## src/rtl/ex_muldiv.sv

```systemverilog
// ex_muldiv: multi-cycle RV32M multiply/divide unit in the EX stage.
// Ports: clk, rst (async high), start, func3, rs1, rs2, flush in;
//        stall_req (comb), done (1-cycle pulse), result (registered) out.
module ex_muldiv #(
    parameter int XLEN = 32
) (
    input  logic            clk,
    input  logic            rst,
    input  logic            start,
    input  logic [2:0]      func3,
    input  logic [XLEN-1:0] rs1,
    input  logic [XLEN-1:0] rs2,
    input  logic            flush,
    output logic            stall_req,
    output logic            done,
    output logic [XLEN-1:0] result
);
    localparam int CW = $clog2(XLEN);
    localparam logic [CW-1:0] LAST = CW'(XLEN - 1);

    typedef enum logic [1:0] {S_IDLE, S_MUL, S_DIV, S_DONE} state_t;

    state_t          r_state;
    state_t          w_next;
    logic [1:0]      r_op;
    logic [XLEN-1:0] r_a;
    logic [XLEN-1:0] r_b;
    logic [XLEN-1:0] r_quo;
    logic [XLEN-1:0] r_rem;
    logic [XLEN-1:0] r_div;
    logic [CW-1:0]   r_cnt;
    logic            r_neg_q;
    logic            r_neg_r;

    // Input-side decode, only meaningful while IDLE
    logic            w_sgn;
    logic            w_div0;
    logic            w_ovf;
    logic            w_special;
    logic [XLEN-1:0] w_special_res;
    logic [XLEN-1:0] w_abs_a;
    logic [XLEN-1:0] w_abs_b;

    assign w_sgn     = ~func3[0];
    assign w_div0    = (rs2 == '0);
    assign w_ovf     = w_sgn && (rs1 == {1'b1, {(XLEN-1){1'b0}}}) && (&rs2);
    assign w_special = func3[2] & (w_div0 | w_ovf);
    assign w_abs_a   = (w_sgn & rs1[XLEN-1]) ? -rs1 : rs1;
    assign w_abs_b   = (w_sgn & rs2[XLEN-1]) ? -rs2 : rs2;

    // func3[1] selects the remainder; overflow quotient equals rs1
    always_comb begin
        w_special_res = '0;
        if (w_div0)
            w_special_res = func3[1] ? rs1 : '1;
        else if (!func3[1])
            w_special_res = rs1;
    end

    // Multiply: extend each operand to 2*XLEN by its signedness;
    // the low 2*XLEN bits of the product are then exact.
    logic              w_sa;
    logic              w_sb;
    logic [2*XLEN-1:0] w_ea;
    logic [2*XLEN-1:0] w_eb;
    logic [2*XLEN-1:0] w_prod;

    assign w_sa   = (r_op != 2'b11) & r_a[XLEN-1];
    assign w_sb   = (r_op == 2'b01) & r_b[XLEN-1];
    assign w_ea   = {{XLEN{w_sa}}, r_a};
    assign w_eb   = {{XLEN{w_sb}}, r_b};
    assign w_prod = w_ea * w_eb;

    // Restoring division step: shift in next dividend bit, try subtract
    logic [XLEN:0]   w_sh;
    logic [XLEN:0]   w_sub;
    logic            w_ge;
    logic [XLEN-1:0] w_rem_n;
    logic [XLEN-1:0] w_quo_n;

    assign w_sh    = {r_rem, r_quo[XLEN-1]};
    assign w_sub   = w_sh - {1'b0, r_div};
    assign w_ge    = ~w_sub[XLEN];
    assign w_rem_n = w_ge ? w_sub[XLEN-1:0] : w_sh[XLEN-1:0];
    assign w_quo_n = {r_quo[XLEN-2:0], w_ge};

    always_ff @(posedge clk or posedge rst) begin
        if (rst)
            r_state <= S_IDLE;
        else
            r_state <= w_next;
    end

    always_comb begin
        w_next = r_state;
        if (flush) begin
            w_next = S_IDLE;
        end else begin
            unique case (r_state)
                S_IDLE: begin
                    if (start) begin
                        if (!func3[2])
                            w_next = S_MUL;
                        else if (w_special)
                            w_next = S_DONE;
                        else
                            w_next = S_DIV;
                    end
                end
                S_MUL:  w_next = S_DONE;
                S_DIV:  if (r_cnt == LAST) w_next = S_DONE;
                S_DONE: w_next = S_IDLE;
                default: w_next = S_IDLE;
            endcase
        end
    end

    always_comb begin
        done      = (r_state == S_DONE) & ~flush;
        stall_req = start & ~done & ~rst;
    end

    always_ff @(posedge clk or posedge rst) begin
        if (rst) begin
            r_op    <= '0;
            r_a     <= '0;
            r_b     <= '0;
            r_quo   <= '0;
            r_rem   <= '0;
            r_div   <= '0;
            r_cnt   <= '0;
            r_neg_q <= 1'b0;
            r_neg_r <= 1'b0;
            result  <= '0;
        end else if (!flush) begin
            case (r_state)
                S_IDLE: begin
                    if (start) begin
                        r_op    <= func3[1:0];
                        r_a     <= rs1;
                        r_b     <= rs2;
                        r_cnt   <= '0;
                        r_quo   <= w_abs_a;
                        r_rem   <= '0;
                        r_div   <= w_abs_b;
                        r_neg_q <= w_sgn & (rs1[XLEN-1] ^ rs2[XLEN-1]);
                        r_neg_r <= w_sgn & rs1[XLEN-1];
                        if (w_special)
                            result <= w_special_res;
                    end
                end
                S_MUL: begin
                    result <= (r_op == 2'b00) ? w_prod[XLEN-1:0]
                                              : w_prod[2*XLEN-1:XLEN];
                end
                S_DIV: begin
                    r_quo <= w_quo_n;
                    r_rem <= w_rem_n;
                    r_cnt <= r_cnt + CW'(1);
                    if (r_cnt == LAST) begin
                        if (r_op[1])
                            result <= r_neg_r ? -w_rem_n : w_rem_n;
                        else
                            result <= r_neg_q ? -w_quo_n : w_quo_n;
                    end
                end
                default: ;
            endcase
        end
    end
endmodule
```

## config.mk

```make
export PLATFORM = sky130hd
export DESIGN_NAME = ex_muldiv
export DESIGN_NICKNAME = d
export VERILOG_FILES = /design/src/rtl/ex_muldiv.sv
export SDC_FILE = /design/constraint.sdc
export NUM_CORES = 2
export LEC_CHECK = 0
export CORE_MARGIN = 2
export CORE_UTILIZATION = 65
export CTS_CLUSTER_SIZE = 12
export DETAILED_ROUTE_END_ITERATION = 16
export HOLD_SLACK_MARGIN = 0.03
export PLACE_DENSITY = 0.83
export SLEW_MARGIN = 20
export SYNTH_ARGS = -nofsm -noshare
export SYNTH_HDL_FRONTEND = slang
export SYNTH_SLANG_ARGS = --single-unit
export TNS_END_PERCENT = 10
```

## constraint.sdc

```tcl
create_clock -name clk -period 11.8 [get_ports clk]
set_clock_uncertainty 0.15 [all_clocks]
set_input_delay 1.77 -clock clk [delete_from_list [all_inputs] [get_ports clk]]
set_output_delay 1.77 -clock clk [all_outputs]
set_load 0.02 [all_outputs]
```

registers.png
(1.5 px per um) Other sequential cells in the stronger gray, the rest of the logic in the fainter gray.
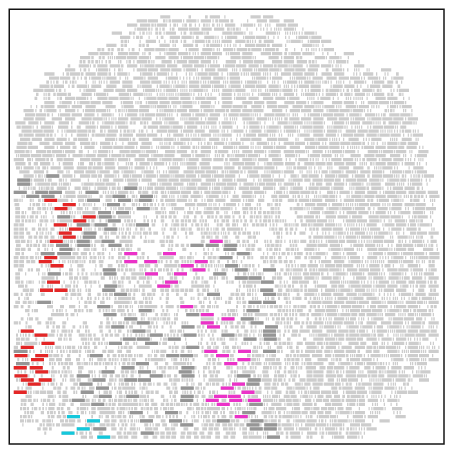
Key: result = magenta [sequential cells 32]; r_cnt = cyan [sequential cells 5, where lower left]; r_div = red [sequential cells 31]
Another 134 sequential cells are not colored.

final_congestion.png
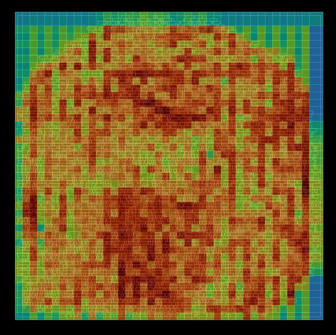
met3 Usage GRT: 0.0448
Total GRT Usage: 0.368

==> results.cfg <==
; synthesis and place-and-route metrics
[clock_tree]
clkTransAtPathRegs_ns = 0.06
cts_root_buffer = clkbuf_16
cts_tree = done
post_cts_buffers = 0
post_cts_resize_count = 0
cts_buffers = 26
clockBufferDepth = 3
clk_latency_ns = 0.56
cts_sinks = 202
hold_buffers = 0
h-tree-depth = 1

[min_path]
hp-class = reg2reg
min_to = r_a[18]
holdPathStages = 2
min_from = r_a[18]

[critical_path]
cp.depth = 28
cpMaxStageDelayCell = fa_1
setup.worst_path.class = reg2reg
r2r_end = result[30]
crit_family = adder cells
cp-endpoint = result[30]
critPathMostFrequentCell = fa_1
slowest_delay_ns = 0.86
r2r_start = r_op[1]
reg2reg_depth = 28
worstSetupStartpointType = register
worstSetupStartpoint = r_op[1]
cp.required_ns = 12.07
rrSetupSlack_ns = 1.58
cp_num_buf_inv = 8
end_kind = register
cp_max_fo = 22
worstPathArrival_ns = 10.49

[yosys]
synthTopCellsByArea = fa_1 (43%), dfrtp_1 (9.6%), inv_1 (9.0%)
ys_area_um2 = 52700
yosysWarnings = 0
synth-adder-area-share = 0.488
simple_gate_share = 0.167
synth_area_um2 = 52700
syn_area_per_cell_um2 = 8.53
fp_nets = 7633
ys_sh_xor = 0.0324
edf_count = 0
top_area_frac = 0.427
synth_cell_types = 81
async_flop_share = 1.00
ys_sh_mux = 0.00816
ys_ff = 202
synth.logic.top_family = adder cells
ys_sh_aoi = 0.0927
ys_cells = 6180
synth-main-ff-cell = dfrtp_1
ys_seq_share = 0.0959
yosys.area.top_type = fa_1
syn-instance-count = 6180

[detailed_routing]
drc = 0
routed.top_layer = met4
drtPass1Iterations = 8
viasPerCell = 6.04
via_count = 43002
wl_met3_um = 12300
post_drt_wl_per_cell_um = 20.8
drtIter0Drc = 3784
ant_nets = 0
finalWirelength_um = 148000
wl_met1_um = 55900
met2_length_um = 71600

[final_timing]
layout_setup_ws_ns = 1.58
min_period_over_period = 0.866
maxSlewHeadroom = 0.217
slew_viol_final = 0
tns_ns = 0
period_minus_slack_ns = 10.22
tightest_slew_ns = 1.17
setup_viol = 0
clock.fmax_mhz = 97.8
finalHoldViolCount = 0
hold-worst-slack_ns = 0.327
rsz0062_at_grt = false

[cells_and_area]
clock_buffers = 33
finalInstanceArea_um2 = 55300
n_all_buffers = 186
fin_nets = 7493
seq_area_frac = 0.0915
comb_share = 0.752
layout_top_cell = inv_1
mostFrequentLayoutCells = inv_1 (1,261), nand2_1 (1,186), fa_1 (1,125)
logic_area_um2 = 41600
num-multi-input-gates = 4362
fill_cells = 6286
clock_area_frac = 0.0169
largest_cell_class = combinational gates
n_all_inverters = 1262
num_antenna_cells = 0
drive_gt1_frac = 0.0304
seq_area_um2 = 5060
ff_count = 202
area_growth_pct = 4.95
buf_share = 0.0300

[global_route]
use_met1 = 0.485
met2_usage = 0.612
overflow = 0
antenna_found_initial = 1
grt_pass1_wl_um = 240000
gr-max-usage-layer = met2
grt_pass1_vias = 45385
grt_max_degree = 106

[place]
dp_worst_setup_slack_ns = 1.83
port_buffers = 104
gp_congestion = 0.986
dp_hpwl_um = 120000
post_dp_cell_area_um2 = 54400

[die]
die_h_um = 289
ioPinCount = 105
die_width_um = 289
coreArea_um2 = 80400
core.rowCount = 104
num_tap_cells = 1060
die_area_um2 = 83400
fp_util = 0.656

[flow_run]
maxCapViolCount = 0
warnings = 33

[run_status]
status = complete, no violations
zoom.png
Region (204, 204) to (229, 229) um. Cells in gray, sequential cells in the stronger gray; small squares are vias.
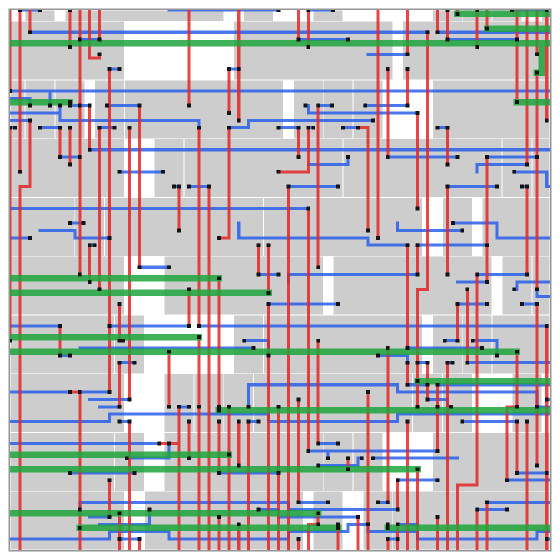
Key: met3 = green; met1 = blue; met2 = red
51 logic cells have their middle in the window. Sequential cells in the window: 0. Most frequent: fa_1 (23), inv_1 (17), nand2_1 (11).

==> Yosys cell counts (all sizes together) (26+ instances only) <==
master and instances:
a21oi 243, o31ai 43, o211ai 27, xor2 82, and2 284, a21o 41, and3 37, ha 256
nand3 42, a211oi 29, mux2i 37, inv 1262, nor2 179, or3 29, nor3 49, clkbuf 337
nand2 1186, fa 1126, xnor2 113, dfrtp 202, o21ai 223, a31oi 26
==> through the flow <==
step	std cells	utilization
detailed placement	7071	0.676
floorplan	6180	-
global placement	7071	0.676
global route	7119	0.688
CTS	7118	0.688
finish	7119	0.688
